Run 1, placement density heat map:
Scale: 4 px per µm. The die is cut into 11 by 11 equal tiles; black is low, pale yellow is high, 0 to 100% covered.
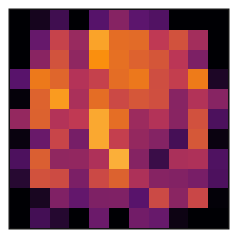
Run 1, layout detail:
Window x 15 to 40, y 15 to 40 µm. Cells in gray, sequential cells in the stronger gray; small squares are vias.
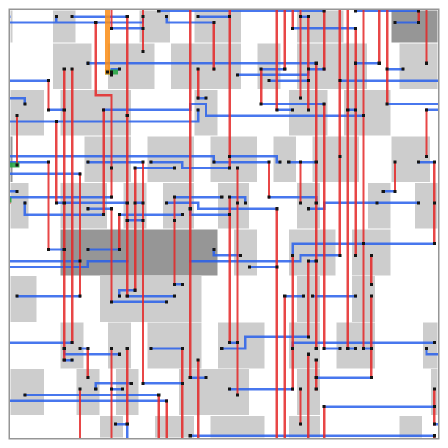
Run 1, clock distribution:
Scale: 10 px per µm.
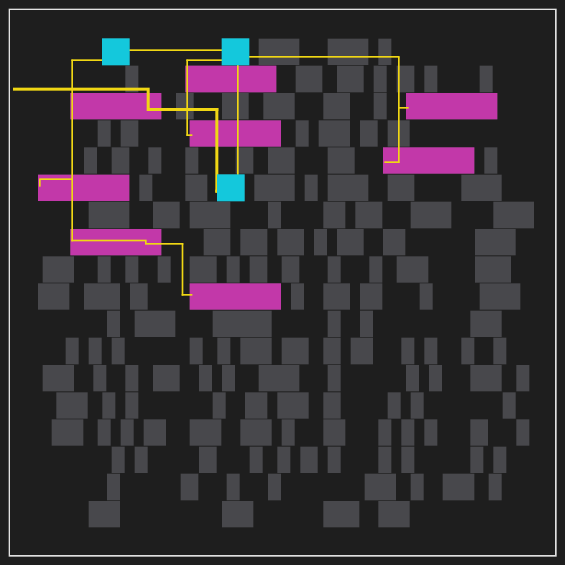
Run 1, clock routing:
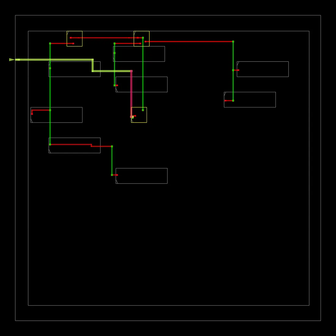
### config.mk
export PLATFORM = sky130hd
export DESIGN_NAME = pipeline_hazard_ctrl
export DESIGN_NICKNAME = d
export VERILOG_FILES = /design/src/rtl/hazard_pkg.sv /design/src/rtl/hazard_perf_cnt.sv /design/src/rtl/pipeline_hazard_ctrl.sv
export SDC_FILE = /design/constraint.sdc
export NUM_CORES = 1
export LEC_CHECK = 0
export ABC_AREA = 1
export CELL_PAD_IN_SITES_DETAIL_PLACEMENT = 1
export CELL_PAD_IN_SITES_GLOBAL_PLACEMENT = 1
export CORE_MARGIN = 2
export CORE_UTILIZATION = 26
export DETAILED_ROUTE_END_ITERATION = 10
export PLACE_DENSITY_LB_ADDON = 0.1
export SLEW_MARGIN = 40
export SYNTH_ARGS = -nofsm -noshare
export SYNTH_HDL_FRONTEND = slang
export SYNTH_SLANG_ARGS = --single-unit
### constraint.sdc
create_clock -name clk -period 1.3 [get_ports clk]
set_input_delay 0.195 -clock clk [delete_from_list [all_inputs] [get_ports clk]]
set_output_delay 0.195 -clock clk [all_outputs]
set_load 0.03 [all_outputs]
### src/rtl/hazard_pkg.sv
// Shared types for the pipeline hazard controller: FSM state encoding and default widths.
package hazard_pkg;

  typedef enum logic [1:0] {
    RUN      = 2'd0,
    LU_STALL = 2'd1,
    MEM_WAIT = 2'd2
  } hz_state_e;

  localparam int unsigned REG_W_DEF = 5;

endpackage

### src/rtl/hazard_perf_cnt.sv
// Pair of saturating 32-bit event counters; index 0 counts stall cycles, index 1 counts flush cycles.
module hazard_perf_cnt (
  input  logic        clk,
  input  logic        rst,
  input  logic [1:0]  inc_i,
  output logic [31:0] stall_cnt_o,
  output logic [31:0] flush_cnt_o
);

  logic [31:0] cnt_q [2];

  genvar gi;
  generate
    for (gi = 0; gi < 2; gi++) begin : g_cnt
      always_ff @(posedge clk or posedge rst) begin
        if (rst) begin
          cnt_q[gi] <= '0;
        end else if (inc_i[gi] && (cnt_q[gi] != 32'hFFFF_FFFF)) begin
          cnt_q[gi] <= cnt_q[gi] + 32'd1;
        end
      end
    end
  endgenerate

  assign stall_cnt_o = cnt_q[0];
  assign flush_cnt_o = cnt_q[1];

endmodule

### src/rtl/pipeline_hazard_ctrl.sv
// Stall/flush sequencer for the 5-stage pipeline: memory wait > redirect > load-use > run.
// Optional StallCycles/FlushCount performance counters are built when HAZARD_PERF_EN is defined.
module pipeline_hazard_ctrl
  import hazard_pkg::*;
#(
  parameter int unsigned LOAD_USE_CYCLES = 1,
  parameter int unsigned REG_W           = REG_W_DEF
) (
  input  logic             clk,
  input  logic             rst,
  input  logic [REG_W-1:0] IdRs,
  input  logic [REG_W-1:0] IdRt,
  input  logic             IdUsesRt,
  input  logic             ExMemRead,
  input  logic [REG_W-1:0] ExRt,
  input  logic             ExBranchTaken,
  input  logic             IdJump,
  input  logic             MemReq,
  input  logic             MemReady,
  output logic             Hazard,
  output logic             PCWrite,
  output logic             IF_IDFlash,
  output logic             ID_EXFlush,
`ifdef HAZARD_PERF_EN
  output logic [31:0]      StallCycles,
  output logic [31:0]      FlushCount,
`endif
  output logic             EX_MEMStall
);

  localparam logic [1:0] LU_INIT = 2'(LOAD_USE_CYCLES - 1);

  hz_state_e  state_q, state_d;
  hz_state_e  ret_q, ret_d;
  logic [1:0] lu_cnt_q, lu_cnt_d;
  logic       flush_pend_q, flush_pend_d;
  logic       suppress_q, suppress_d;

  logic       load_use;
  logic       mem_wait;
  logic       redirect;
  hz_state_e  eff_state;

  assign load_use = ExMemRead && (ExRt != '0) &&
                    ((ExRt == IdRs) || (IdUsesRt && (ExRt == IdRt)));
  assign mem_wait = MemReq && !MemReady;
  assign redirect = ExBranchTaken || flush_pend_q;
  // Leaving MEM_WAIT behaves as the saved state within the same cycle.
  assign eff_state = (state_q == MEM_WAIT) ? ret_q : state_q;

  always_comb begin
    state_d      = state_q;
    ret_d        = ret_q;
    lu_cnt_d     = lu_cnt_q;
    flush_pend_d = flush_pend_q;
    suppress_d   = suppress_q;
    Hazard       = 1'b0;
    PCWrite      = 1'b1;
    IF_IDFlash   = 1'b0;
    ID_EXFlush   = 1'b0;
    EX_MEMStall  = 1'b0;

    if (rst) begin
      // Clears the reset-less IF/ID and ID/EX registers while reset is held.
      PCWrite    = 1'b0;
      IF_IDFlash = 1'b1;
      ID_EXFlush = 1'b1;
    end else if (mem_wait) begin
      Hazard       = 1'b1;
      PCWrite      = 1'b0;
      EX_MEMStall  = 1'b1;
      state_d      = MEM_WAIT;
      flush_pend_d = flush_pend_q || ExBranchTaken;
      if (state_q != MEM_WAIT) begin
        ret_d = state_q;
      end
    end else if (redirect) begin
      IF_IDFlash   = 1'b1;
      ID_EXFlush   = 1'b1;
      state_d      = RUN;
      lu_cnt_d     = 2'd0;
      flush_pend_d = 1'b0;
      suppress_d   = 1'b0;
    end else if (eff_state == LU_STALL) begin
      Hazard     = 1'b1;
      PCWrite    = 1'b0;
      ID_EXFlush = 1'b1;
      if (lu_cnt_q <= 2'd1) begin
        state_d    = RUN;
        lu_cnt_d   = 2'd0;
        suppress_d = 1'b1;
      end else begin
        state_d  = LU_STALL;
        lu_cnt_d = lu_cnt_q - 2'd1;
      end
    end else begin
      state_d    = RUN;
      suppress_d = 1'b0;
      if (load_use && !suppress_q) begin
        Hazard     = 1'b1;
        PCWrite    = 1'b0;
        ID_EXFlush = 1'b1;
        if (LOAD_USE_CYCLES > 1) begin
          state_d  = LU_STALL;
          lu_cnt_d = LU_INIT;
        end else begin
          suppress_d = 1'b1;
        end
      end else if (IdJump) begin
        IF_IDFlash = 1'b1;
      end
    end
  end

  always_ff @(posedge clk or posedge rst) begin
    if (rst) begin
      state_q      <= RUN;
      ret_q        <= RUN;
      lu_cnt_q     <= 2'd0;
      flush_pend_q <= 1'b0;
      suppress_q   <= 1'b0;
    end else begin
      state_q      <= state_d;
      ret_q        <= ret_d;
      lu_cnt_q     <= lu_cnt_d;
      flush_pend_q <= flush_pend_d;
      suppress_q   <= suppress_d;
    end
  end

`ifdef HAZARD_PERF_EN
  hazard_perf_cnt u_perf (
    .clk         (clk),
    .rst         (rst),
    .inc_i       ({IF_IDFlash && !rst, Hazard}),
    .stall_cnt_o (StallCycles),
    .flush_cnt_o (FlushCount)
  );
`endif

endmodule
==> CHANGELOG.md, run 1 <==
### Physical design

* Sw frac at 32.4%
* Layout cells sized above 1 at 35.8%
* Ys Warns at 0
* Power per cell area at 659 nW/µm²
* Clk buf depth at 2
* Row count at 18
* Clock root cell: clkbuf_4
* Area Growth Syn to Fin at 72.6%
* Vias per cell at 4.36
* DP Area at 1060 µm²
* Top Registers: lu_cnt_q (2), ret_q (2), state_q (2)
* Vias in the first global route at 804
* Crit path launch: state_q[1]
* Log Warnings at 29
* Crit path time final at 1630 ps
* Max-slew violation count at 0
* Die height at 54.5 µm
* Register area at 200 µm²
* Leak at 0.641 nW
* Final Hold Fails at 0
* Adder-cell share of the synthesized area at 0%
* Slowest-stage cell, CP: dfrtp_1
* DR WL/cell at 10.8 µm
* Met1 WL at 880 µm
* Run status: finished, violations left
* Post-synth mux share at 0%
* Max layer used: met4
* Commonest flop: dfrtp_1
* Met1 usage in global routing at 18.9%
* Sequential share of cell area at 17.5%
* First-pass GRT wire length at 3310 µm
* Seq cells post-synth at 8
* CP max FO at 4
* Crit path buf inv count at 2
* Violated checks: setup timing
* Count leader, synth: nand2_1
* Pwr top: combinational logic
* Min Hold Slack at 117 ps
* Largest family of logic cells by area: simple AND/OR/NAND/NOR gates
* Comb area at 410 µm²
* Number of synthesized flops with an enable pin at 0
* Critical Path Max Stage Delay at 410 ps
* Crit path DAT at 1430 ps
* Maximum clock frequency at 615 MHz
* DR WL met3 at 80 µm
* Fraction of area in non-clock buffers at 33.2%
* RSZ-0062 raised after global routing: true
* Diode count at 0
* Total combinational power at 0.000287 W
* Reg2reg setup slack at -20 ps
* CP endpoint kind: primary output
* GRT Total Usage at 15.4%
* Top Usage Layer GRT: met2
* Cell area after synthesis at 663 µm²
* Reg2reg end: suppress_q
* Die x size at 54.5 µm
* Layout clock area frac at 1.97%
* Top Family by Delay on Critical Path: flip-flops
* Most instantiated cells after synthesis: nand2_1 (37), inv_1 (19), nor2_1 (12), dfrtp_1 (8)
* Pre-CTS setup slack at -566 ps
* Clock share of power at 25.2%
* Synth Seq Share at 30.2%
* Routability Congestion at 0.704
* Post-route worst setup slack at -326 ps
* Relative slew slack at 87.4%
* Antenna viol nets, final at 0
* Clock transition at path regs at 60 ps
* Logic share of the area at 35.8%
* Final Setup Violations at 5
* Cell taking the most area after synthesis: dfrtp_1
* First-pass DRT Iterations at 4
* Multi-input comb cells at 78
* Initial antenna violation count at 0
* Synth Instances at 111
* Critical Path Stages at 8
* Seq. pwr at 0.000278 W
* Largest cells by area after synthesis: dfrtp_1 (30%), nand2_1 (21%), inv_1 (11%)
* DR iter-0 viols at 4
* Final net count at 184
* Post-synthesis chip area from yosys at 663 µm²
* Post-synth top area share at 30.2%
* Remaining global-route overflow at 0
* Pin count of the biggest net entering global routing at 11
* Most common logic cell in the routed design: nand2_1
* Most used cell, CP: nand2_2
* I/O pin count at 28
Back to the opening pictures, 'placement density heat map':
tiles over 75% full = 5.0%
fullest tile = 83%
mean over tiles = 37%
nearly empty tiles = 14%

Back to the opening pictures, 'layout detail':
green -> met3
blue -> met1
orange -> met4
red -> met2
cells with their middle in the window = 47
netlist names of flops here include = suppress_q (1)
most frequent = buf_4 (13), nand2_1 (8), inv_1 (5)
sequential cells in the window = 1

Back to the opening pictures, 'clock distribution':
magenta -> flip-flops  # count 8
cyan -> cells driving clock nets  # count 3
yellow -> clock wires  # length 142 µm
routed clock nets = 4

Back to the opening pictures, 'clock routing':
Fin Clk Skew: 0.733 ps
clock buf count: 3
CTS buffer count: 3

## Run 2: what changed since run 1
--- a/config.mk
+++ b/config.mk
@@ -9,7 +9,7 @@
 export CELL_PAD_IN_SITES_DETAIL_PLACEMENT = 1
 export CELL_PAD_IN_SITES_GLOBAL_PLACEMENT = 1
 export CORE_MARGIN = 2
-export CORE_UTILIZATION = 26
+export CORE_UTILIZATION = 27
 export DETAILED_ROUTE_END_ITERATION = 10
 export PLACE_DENSITY_LB_ADDON = 0.1
 export SLEW_MARGIN = 40
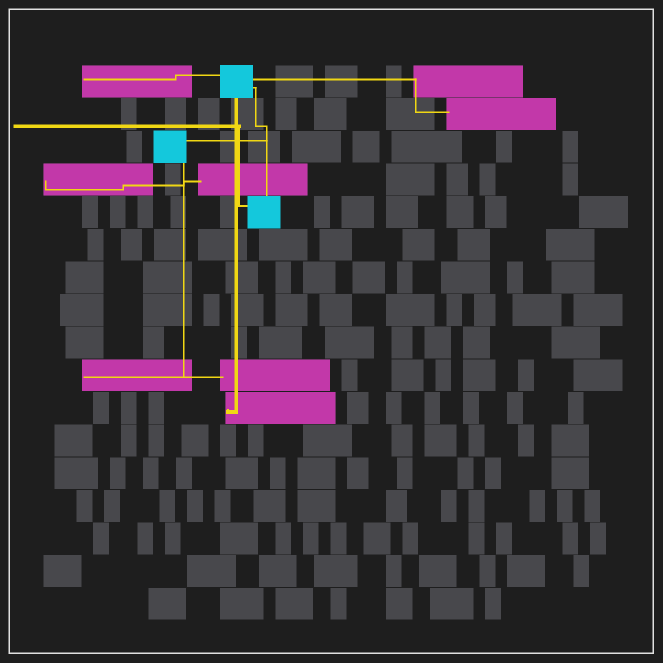
Run 2: clock distribution
Scale: 12 px per µm.
cyan -> cells driving clock nets  # count 3
magenta -> flip-flops  # count 8
yellow -> clock wires  # length 157 µm
routed clock nets = 4

==> run 2 against run 1 <==
- clock power is 6% higher
- highest routed layer unchanged
- the flow still finishes with violations (setup timing)
- maximum frequency decreased by 0.48%
- non-clock buffer count grew 6
- global-route usage grew 2.4 points
==> CHANGELOG.md, run 2 <==
### Physical design

* Cell taking the most area after synthesis: dfrtp_1
* Crit path DAT at 1440 ps
* Vias in the first global route at 859
* Max layer used: met4
* Die height at 53.6 µm
* Logic share of the area at 33.8%
* Met1 WL at 916 µm
* RSZ-0062 raised after global routing: true
* Antenna viol nets, final at 0
* VDD IR max at 0.000497 V
* Leak at 0.671 nW
* Top Family by Delay on Critical Path: flip-flops
* Adder-cell share of the synthesized area at 0%
* Layout cells sized above 1 at 35.2%
* Crit path time final at 1630 ps
* Largest cells by area after synthesis: dfrtp_1 (30%), nand2_1 (21%), inv_1 (11%)
* First-pass DRT Iterations at 3
* Total combinational power at 0.000315 W
* Sequential share of cell area at 16.5%
* Comb area at 410 µm²
* Drt drc at 0
* Reg2reg end: suppress_q
* Synth Seq Share at 30.2%
* Post-synthesis net count at 134
* Top Usage Layer GRT: met2
* Log Warnings at 29
* Clock transition at path regs at 70 ps
* Clock buf count at 3
* Clock root cell: clkbuf_4
* Routability Congestion at 0.766
* Diode count at 0
* Post-synth mux share at 0%
* Slowest-stage cell, CP: dfrtp_1
* DR WL/cell at 11.7 µm
* Initial antenna violation count at 0
* I/O pin count at 28
* Power per cell area at 652 nW/µm²
* Final Hold Fails at 0
* Pin count of the biggest net entering global routing at 11
* Most common logic cells in the final layout: nand2_1 (37), buf_4 (21), inv_1 (17)
* Ys Warns at 0
* CP endpoint kind: primary output
* Row count at 17
* Largest family of logic cells by area: simple AND/OR/NAND/NOR gates
* Post-synthesis chip area from yosys at 663 µm²
* Flip-flops at 8
* Setup TNS at -1310 ps
* Seq cells post-synth at 8
* Routed wire length at 2250 µm
* Ys cells at 111
* Top Registers: lu_cnt_q (2), ret_q (2), state_q (2)
* Fraction of area in non-clock buffers at 37.3%
* Multi-input comb cells at 78
* DR iter-0 viols at 3
* Final Setup Violations at 7
* GRT Total Usage at 17.8%
* Clock share of power at 25.4%
* Remaining global-route overflow at 0
* CTS buffer count at 3
* Reg2Reg Depth at 9
* Max-slew violation count at 0
* Maximum clock frequency at 612 MHz
* Critical Path Stages at 7
* First-pass GRT wire length at 3670 µm
* Min Hold Slack at 129 ps
* Most instantiated cells after synthesis: nand2_1 (37), inv_1 (19), nor2_1 (12), dfrtp_1 (8)
* Violated checks: setup timing
* Seq. pwr at 0.000276 W
* DP Area at 1050 µm²
* Met1 usage in global routing at 20.3%
* Final net count at 190
* Post-route worst setup slack at -334 ps
* Die x size at 53.6 µm
* Clk buf depth at 2
* Reg2reg setup slack at -110 ps
* Sw frac at 33.0%
* Run status: finished, violations left
* Pre-CTS setup slack at -554 ps
* CP max FO at 3
* Post-synth top area share at 30.2%
* Count leader, synth: nand2_1
* Relative slew slack at 86.3%
* Sequence of cells on the critical path: inv_2, nor2_4, a21oi_4, nand2_2, buf_6, a21boi_2, buf_6
* Most used cell, CP: buf_6
* DR WL met3 at 79 µm
* Crit path launch: state_q[1]
* Fin Clk Skew at 10.0 ps
* Critical Path Max Stage Delay at 410 ps
* Post-CTS Setup Inserts at 9
* Crit path buf inv count at 3
* CTS tree: yes
* Cell area after synthesis at 663 µm²
* Design Area, Final at 1210 µm²
* Register area at 200 µm²
* Area Growth Syn to Fin at 83.2%
* Most common logic cell in the routed design: nand2_1
* Synth Instances at 111
* Layout Cells excl Fill at 193
* Layout clock area frac at 1.85%
* Pwr top: combinational logic
* Vias per cell at 4.26
* Chip area at 2870 µm²
* Commonest flop: dfrtp_1
* Number of synthesized flops with an enable pin at 0
## Run 3: what changed since run 2
--- a/config.mk
+++ b/config.mk
@@ -9,8 +9,9 @@
 export CELL_PAD_IN_SITES_DETAIL_PLACEMENT = 1
 export CELL_PAD_IN_SITES_GLOBAL_PLACEMENT = 1
 export CORE_MARGIN = 2
-export CORE_UTILIZATION = 27
+export CORE_UTILIZATION = 38
 export DETAILED_ROUTE_END_ITERATION = 10
+export DONT_BUFFER_PORTS = 1
 export PLACE_DENSITY_LB_ADDON = 0.1
 export SLEW_MARGIN = 40
 export SYNTH_ARGS = -nofsm -noshare
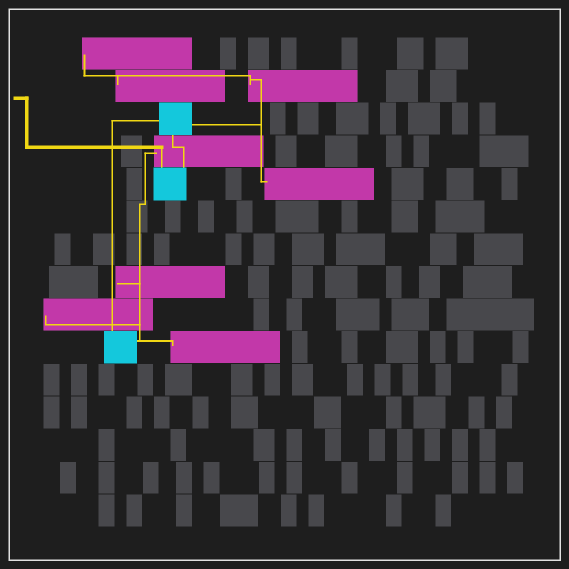
Run 3: clock distribution
Scale: 12 px per µm.
magenta -> flip-flops  # count 8
cyan -> cells driving clock nets  # count 3
yellow -> clock wires  # length 113 µm
routed clock nets = 4

==> run 3 against run 2 <==
- sequential cell count did not move
- clock power fell by 7%
- global-route usage rose by 0.69 points
- critical endpoint is now IF_IDFlash
- area after synthesis did not move
- total power fell by 17%
- combinational power fell by 38%
- non-clock buffer count fell by 38
- highest routed layer unchanged
- the run still ends with setup timing left
==> CHANGELOG.md, run 3 <==
### Physical design

* Die x size at 45.8 µm
* Log Warnings at 29
* Sw frac at 30.9%
* Slowest-stage cell, CP: dfrtp_1
* Syn Area/Cell at 5.97 µm²
* Final Hold Fails at 0
* Post-route worst setup slack at -263 ps
* Critical Path Stages at 7
* Register area at 200 µm²
* DR WL met3 at 53 µm
* Layout clock area frac at 2.69%
* First-pass GRT wire length at 2770 µm
* Flip-flops at 8
* Sequence of cells on the critical path: inv_2, nor2_2, a21oi_2, nand2_2, nand2_2, nand2_4, nor2_4
* Crit path buf inv count at 1
* Initial antenna violation count at 0
* Clock share of power at 28.4%
* Routed wire length at 1620 µm
* Clk buf depth at 2
* Total combinational power at 0.000194 W
* Pin count of the biggest net entering global routing at 11
* CTS tree: yes
* Leak at 0.480 nW
* Clock transition at path regs at 50 ps
* Layout cells sized above 1 at 29.1%
* Reg2reg setup slack at 10 ps
* Met1 usage in global routing at 23.3%
* Power per cell area at 782 nW/µm²
* Most common logic cells in the final layout: nand2_1 (37), inv_1 (17), nor2_1 (12)
* CTS buffer count at 3
* I/O pin count at 28
* DR WL/cell at 11.2 µm
* First-pass DRT Iterations at 1
* Comb area at 383 µm²
* Post-synth mux share at 0%
* Crit path launch: state_q[1]
* GR Util met3 at 1.59%
* Post-synthesis chip area from yosys at 663 µm²
* Final Setup Violations at 4
* Row count at 15
* Largest family of logic cells by area: simple AND/OR/NAND/NOR gates
* Violated checks: setup timing
* Vias in the first global route at 721
* Seq. pwr at 0.000275 W
* Commonest flop: dfrtp_1
* Most common logic cell in the routed design: nand2_1
* GRT Total Usage at 18.5%
* Pwr top: registers
* Yosys xor share at 1.32%
* Compound-Gate Fraction of Synth Area at 8.49%
* Min Hold Slack at 26.8 ps
* DP Area at 766 µm²
* Area Growth Syn to Fin at 26.2%
* Setup TNS at -912 ps
* Run status: finished, violations left
* Logic share of the area at 45.7%
* VDD IR max at 0.000462 V
* Clock root cell: clkbuf_4
* Routability Congestion at 0.688
* Cell taking the most area after synthesis: dfrtp_1
* Cell area after synthesis at 663 µm²
* Top Family by Delay on Critical Path: simple AND/OR/NAND/NOR gates
* Reg2Reg Depth at 7
* Maximum clock frequency at 640 MHz
* Post-CTS Setup Inserts at 3
* DR iter-0 viols at 0
* CP max FO at 4
* Diode count at 0
* Synth Seq Share at 30.2%
* Synth Instances at 111
* Final net count at 152
* Max layer used: met4
* Count leader, synth: nand2_1
* Drt drc at 0
* Sequential share of cell area at 23.9%
* Reg2reg end: suppress_q
* Design Area, Final at 837 µm²
* Top Usage Layer GRT: met2
* Layout Cells excl Fill at 144
* Seq cells post-synth at 8
* Max-slew violation count at 0
* Most used cell, CP: nand2_2
* RSZ-0062 raised after global routing: true
* Fin Clk Skew at 1.30 ps
* Most instantiated cells after synthesis: nand2_1 (37), inv_1 (19), nor2_1 (12), dfrtp_1 (8)
* Post-synthesis net count at 134
* CP endpoint kind: primary output
* Die height at 45.8 µm
* Multi-input comb cells at 78
* Crit path DAT at 1370 ps
* Ys cells at 111
* Top Registers: lu_cnt_q (2), ret_q (2), state_q (2)
* Number of synthesized flops with an enable pin at 0
* Remaining global-route overflow at 0
* Fraction of area in non-clock buffers at 13.9%
Power figures rest on the tool's default switching activity, not on a simulated workload.
